met1.png
Scale bar: 20 um. Supply wires on this layer in gray.
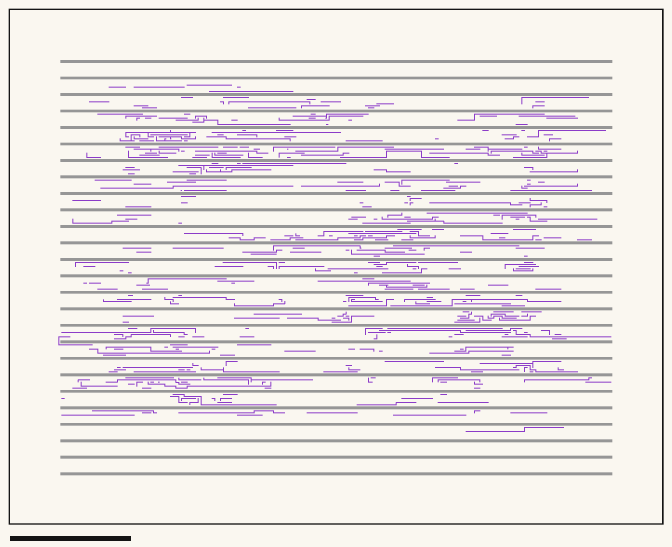
met2.png
Cells faint in the background.
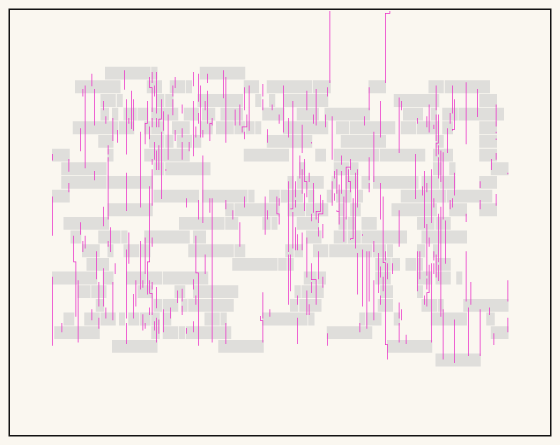
**config.mk**
```make
export PLATFORM = sky130hd
export DESIGN_NAME = rs_cmd_gen
export DESIGN_NICKNAME = d
export VERILOG_FILES = /design/src/rtl/rs_cmd_gen.sv
export SDC_FILE = /design/constraint.sdc
export NUM_CORES = 1
export LEC_CHECK = 0
export CAP_MARGIN = 0
export CORE_ASPECT_RATIO = 0.75
export CORE_MARGIN = 8
export CORE_UTILIZATION = 35
export CTS_BUF_LIST = sky130_fd_sc_hd__clkbuf_16
export DETAILED_ROUTE_END_ITERATION = 16
export PLACE_DENSITY = 0.5
export SETUP_SLACK_MARGIN = 0.1
export SYNTH_ARGS = -nofsm -noshare
export SYNTH_HDL_FRONTEND = slang
export SYNTH_SLANG_ARGS = --single-unit
export TNS_END_PERCENT = 100
```
**constraint.sdc**
```tcl
create_clock -name clk -period 2.38 [get_ports clk]
set_clock_uncertainty 0.2 [all_clocks]
set_input_delay 0.476 -clock clk [delete_from_list [all_inputs] [get_ports clk]]
set_output_delay 0.476 -clock clk [all_outputs]
set_load 0.05 [all_outputs]
```
**src/rtl/rs_cmd_gen.sv**
```systemverilog
// rs_cmd_gen: turns asynchronous set/clear button levels into verified r/s
// pulses for a downstream negedge-sampled RS flip-flop.
//
// Ports:
//   clk      - single clock, all state updates on the rising edge
//   rst_n    - asynchronous active-low reset
//   set_req  - asynchronous set request level
//   clr_req  - asynchronous clear request level
//   q_fb     - q of the downstream RS flip-flop
//   r, s     - registered reset/set drive, never high together
//   busy     - high whenever a command is in progress
//   done     - one-cycle pulse when a command's result is verified
//   err      - sticky flag, set on any q_fb mismatch
//   err_cnt  - saturating count of q_fb mismatches
module rs_cmd_gen #(
  parameter int unsigned DEB_CYCLES = 4,
  parameter int unsigned PULSE_W    = 2,
  parameter int unsigned GAP_W      = 2
) (
  input  logic       clk,
  input  logic       rst_n,
  input  logic       set_req,
  input  logic       clr_req,
  input  logic       q_fb,
  output logic       r,
  output logic       s,
  output logic       busy,
  output logic       done,
  output logic       err,
  output logic [3:0] err_cnt
);

  localparam int unsigned CNT_W   = 8;
  localparam int unsigned ECNT_W  = 4;
  localparam int unsigned CH_SET  = 0;
  localparam int unsigned CH_CLR  = 1;

  localparam logic [CNT_W-1:0]  DEB_MAX   = CNT_W'(DEB_CYCLES);
  localparam logic [CNT_W-1:0]  PULSE_END = CNT_W'(PULSE_W - 1);
  localparam logic [CNT_W-1:0]  GAP_END   = CNT_W'(GAP_W - 1);
  localparam logic [ECNT_W-1:0] ECNT_MAX  = '1;

  typedef enum logic [1:0] {
    ST_IDLE  = 2'd0,
    ST_PULSE = 2'd1,
    ST_GAP   = 2'd2,
    ST_CHECK = 2'd3
  } state_e;

  // Request channels: bit 0 = set, bit 1 = clear
  logic [1:0]            req_meta_q, req_meta_d;
  logic [1:0]            req_sync_q, req_sync_d;
  logic [1:0][CNT_W-1:0] deb_cnt_q, deb_cnt_d;
  logic [1:0]            deb_q, deb_d;
  logic [1:0]            deb_prev_q, deb_prev_d;
  logic                  set_pend_q, set_pend_d;
  logic                  clr_pend_q, clr_pend_d;

  state_e                state_q, state_d;
  logic [CNT_W-1:0]      tmr_q, tmr_d;
  logic                  cmd_set_q, cmd_set_d;
  logic                  r_q, r_d;
  logic                  s_q, s_d;
  logic                  busy_q, busy_d;
  logic                  done_q, done_d;
  logic                  err_q, err_d;
  logic [ECNT_W-1:0]     err_cnt_q, err_cnt_d;

  logic [1:0]            rise_c;
  logic                  take_set_c, take_clr_c;

  // Synchronizers and debouncers: level rises after DEB_CYCLES highs, drops on first low
  always_comb begin
    req_meta_d = {clr_req, set_req};
    req_sync_d = req_meta_q;
    deb_cnt_d  = deb_cnt_q;
    deb_d      = deb_q;
    deb_prev_d = deb_q;
    for (int i = 0; i < 2; i++) begin
      if (!req_sync_q[i]) begin
        deb_cnt_d[i] = '0;
        deb_d[i]     = 1'b0;
      end else if (deb_cnt_q[i] == DEB_MAX) begin
        deb_d[i]     = 1'b1;
      end else begin
        deb_cnt_d[i] = deb_cnt_q[i] + CNT_W'(1);
        deb_d[i]     = (deb_cnt_q[i] + CNT_W'(1)) == DEB_MAX;
      end
    end
    rise_c = deb_q & ~deb_prev_q;
  end

  // Command sequencer: IDLE -> PULSE -> GAP -> CHECK -> IDLE
  always_comb begin
    state_d    = state_q;
    tmr_d      = tmr_q;
    cmd_set_d  = cmd_set_q;
    r_d        = 1'b0;
    s_d        = 1'b0;
    done_d     = 1'b0;
    err_d      = err_q;
    err_cnt_d  = err_cnt_q;
    take_set_c = 1'b0;
    take_clr_c = 1'b0;

    unique case (state_q)
      ST_IDLE: begin
        // Clear takes priority over set
        if (clr_pend_q) begin
          state_d    = ST_PULSE;
          tmr_d      = '0;
          cmd_set_d  = 1'b0;
          r_d        = 1'b1;
          take_clr_c = 1'b1;
        end else if (set_pend_q) begin
          state_d    = ST_PULSE;
          tmr_d      = '0;
          cmd_set_d  = 1'b1;
          s_d        = 1'b1;
          take_set_c = 1'b1;
        end
      end
      ST_PULSE: begin
        if (tmr_q == PULSE_END) begin
          state_d = ST_GAP;
          tmr_d   = '0;
        end else begin
          tmr_d = tmr_q + CNT_W'(1);
          r_d   = ~cmd_set_q;
          s_d   = cmd_set_q;
        end
      end
      ST_GAP: begin
        if (tmr_q == GAP_END) begin
          // q_fb is judged on entry to CHECK so done/err are visible during CHECK
          state_d = ST_CHECK;
          tmr_d   = '0;
          if (q_fb == cmd_set_q) begin
            done_d = 1'b1;
          end else begin
            err_d = 1'b1;
            if (err_cnt_q != ECNT_MAX) begin
              err_cnt_d = err_cnt_q + ECNT_W'(1);
            end
          end
        end else begin
          tmr_d = tmr_q + CNT_W'(1);
        end
      end
      ST_CHECK: begin
        state_d = ST_IDLE;
      end
      default: begin
        state_d = ST_IDLE;
      end
    endcase

    busy_d = (state_d != ST_IDLE);

    // One-deep pending flags; simultaneous edges keep only the clear
    clr_pend_d = (clr_pend_q & ~take_clr_c) | rise_c[CH_CLR];
    set_pend_d = (set_pend_q & ~take_set_c) | (rise_c[CH_SET] & ~rise_c[CH_CLR]);
  end

  // State registers
  always_ff @(posedge clk or negedge rst_n) begin
    if (!rst_n) begin
      req_meta_q <= '0;
      req_sync_q <= '0;
      deb_cnt_q  <= '0;
      deb_q      <= '0;
      deb_prev_q <= '0;
      set_pend_q <= 1'b0;
      clr_pend_q <= 1'b0;
      state_q    <= ST_IDLE;
      tmr_q      <= '0;
      cmd_set_q  <= 1'b0;
      r_q        <= 1'b0;
      s_q        <= 1'b0;
      busy_q     <= 1'b0;
      done_q     <= 1'b0;
      err_q      <= 1'b0;
      err_cnt_q  <= '0;
    end else begin
      req_meta_q <= req_meta_d;
      req_sync_q <= req_sync_d;
      deb_cnt_q  <= deb_cnt_d;
      deb_q      <= deb_d;
      deb_prev_q <= deb_prev_d;
      set_pend_q <= set_pend_d;
      clr_pend_q <= clr_pend_d;
      state_q    <= state_d;
      tmr_q      <= tmr_d;
      cmd_set_q  <= cmd_set_d;
      r_q        <= r_d;
      s_q        <= s_d;
      busy_q     <= busy_d;
      done_q     <= done_d;
      err_q      <= err_d;
      err_cnt_q  <= err_cnt_d;
    end
  end

  assign r       = r_q;
  assign s       = s_q;
  assign busy    = busy_q;
  assign done    = done_q;
  assign err     = err_q;
  assign err_cnt = err_cnt_q;

endmodule

```
==> run notes <==
flow finished, numbers: total of max-cap violations 0, CP Launch Type flip-flop, clock latency on the worst-skew pair 0.29 ns, cell family with most CP delay buffers and inverters, Worst Max-Slew Pin Slew approximately 0.50 ns, Max clock buf depth 2, die height 84.66 um, layout cells sized above 1 10.09%, simple share 20.19%, drt via density 4.763, clock group power 0.697 mW, Yosys warning count 0, status complete, no violations, initial antenna violation count 0, number of synthesized flops with an enable pin 0, Rows 25, crit path max-delay cell type clkdlybuf4s50_1, cell area power density 1125 nW/um^2, Min-Delay Path Depth 0, worst setup margin 0.1757 ns, fin. max-slew vios 0, DRT Pass-1 Iters 4, commonest cells after routing, fill and taps aside 46 x dfrtp_1, 19 x nor2_1, 14 x xnor2_1, FMAX 453.7 MHz, Arrival @ worst endpoint 1.53 ns, DIE WIDTH 107.5 um, Core ar. 6193 um^2, Mapped Area 2200 um^2, Final Cycle Share slightly above 90%, crit end category output port, Final nets between 200 and 250, I/O Pins 14, CP Cell Sequence clkdlybuf4s50_1, Buffers on Ports 13, RSZ-0062 raised after global routing false, ant diodes 0, DPL Wire Length 2836 um, Post-synth ARST share 100.0%, hold path startpoint req_meta_q[1], Adder Share, Synth ~6.3%, WL met2 1474 um, Hold Vio Cnt, Final 0, final core occ 42.10%, Synth logic family simple AND/OR/NAND/NOR gates, P_comb between 1 and 1.5 mW, part of the power in the clock network 23.8%, Synth area leaders dfrtp_1 52%, ha_1 6.3%, xnor2_1 5.6%, xor2_1 3.6%, nor2_1 3.2%, critical path startpoint err_cnt[0], area fraction in mux cells 1.479%, register share after synthesis ~52%, CP max stage delay about 0.83 ns, Residual DRC 0, first-pass GRT wire length ~7000 um, RR Endpoint tmr_q[2], die area 9104 um^2, CTS Hold Bufs 1
-- met1.png (at the start) --
nets with wire on the layer = 202
share of all routed wire = 55%
wire length on this layer = 2130 um
main direction = horizontal
longest straight run = 21.2 um
met1 Usage GRT: 13.54%
routed via count: 1424
routed wire length: 3860 um

-- met2.png (at the start) --
wire length on this layer = 1470 um
share of all routed wire = 38%

## sequential cells by signal, summed over array words and instances (netlist names)
| register | flops |
|---|---|
| req_meta_q | 2 |
| state_q | 2 |
| deb_prev_q | 2 |
| clr_pend_q | 1 |
| s | 1 |
| done | 1 |
| req_sync_q | 2 |
| set_pend_q | 1 |
| r | 1 |
| err | 1 |
| err_cnt | 4 |
| deb_cnt_q | 16 |
| deb_prev_d | 2 |
| cmd_set_q | 1 |
| tmr_q | 8 |
| busy | 1 |
## final cells by class
cell class | instances | area (um^2) | area share [%]
well taps | 81 | 101.3 | 3.887
repair buffers | 17 | 170.2 | 6.526
clock buffers | 5 | 125.1 | 4.798
multi-input cells | 136 | 994.7 | 38.15
inverters | 11 | 41.29 | 1.583
flip-flops and latches | 46 | 1151 | 44.15
clock inverters | 3 | 23.77 | 0.9117
Power is estimated from default activity; no workload was simulated.
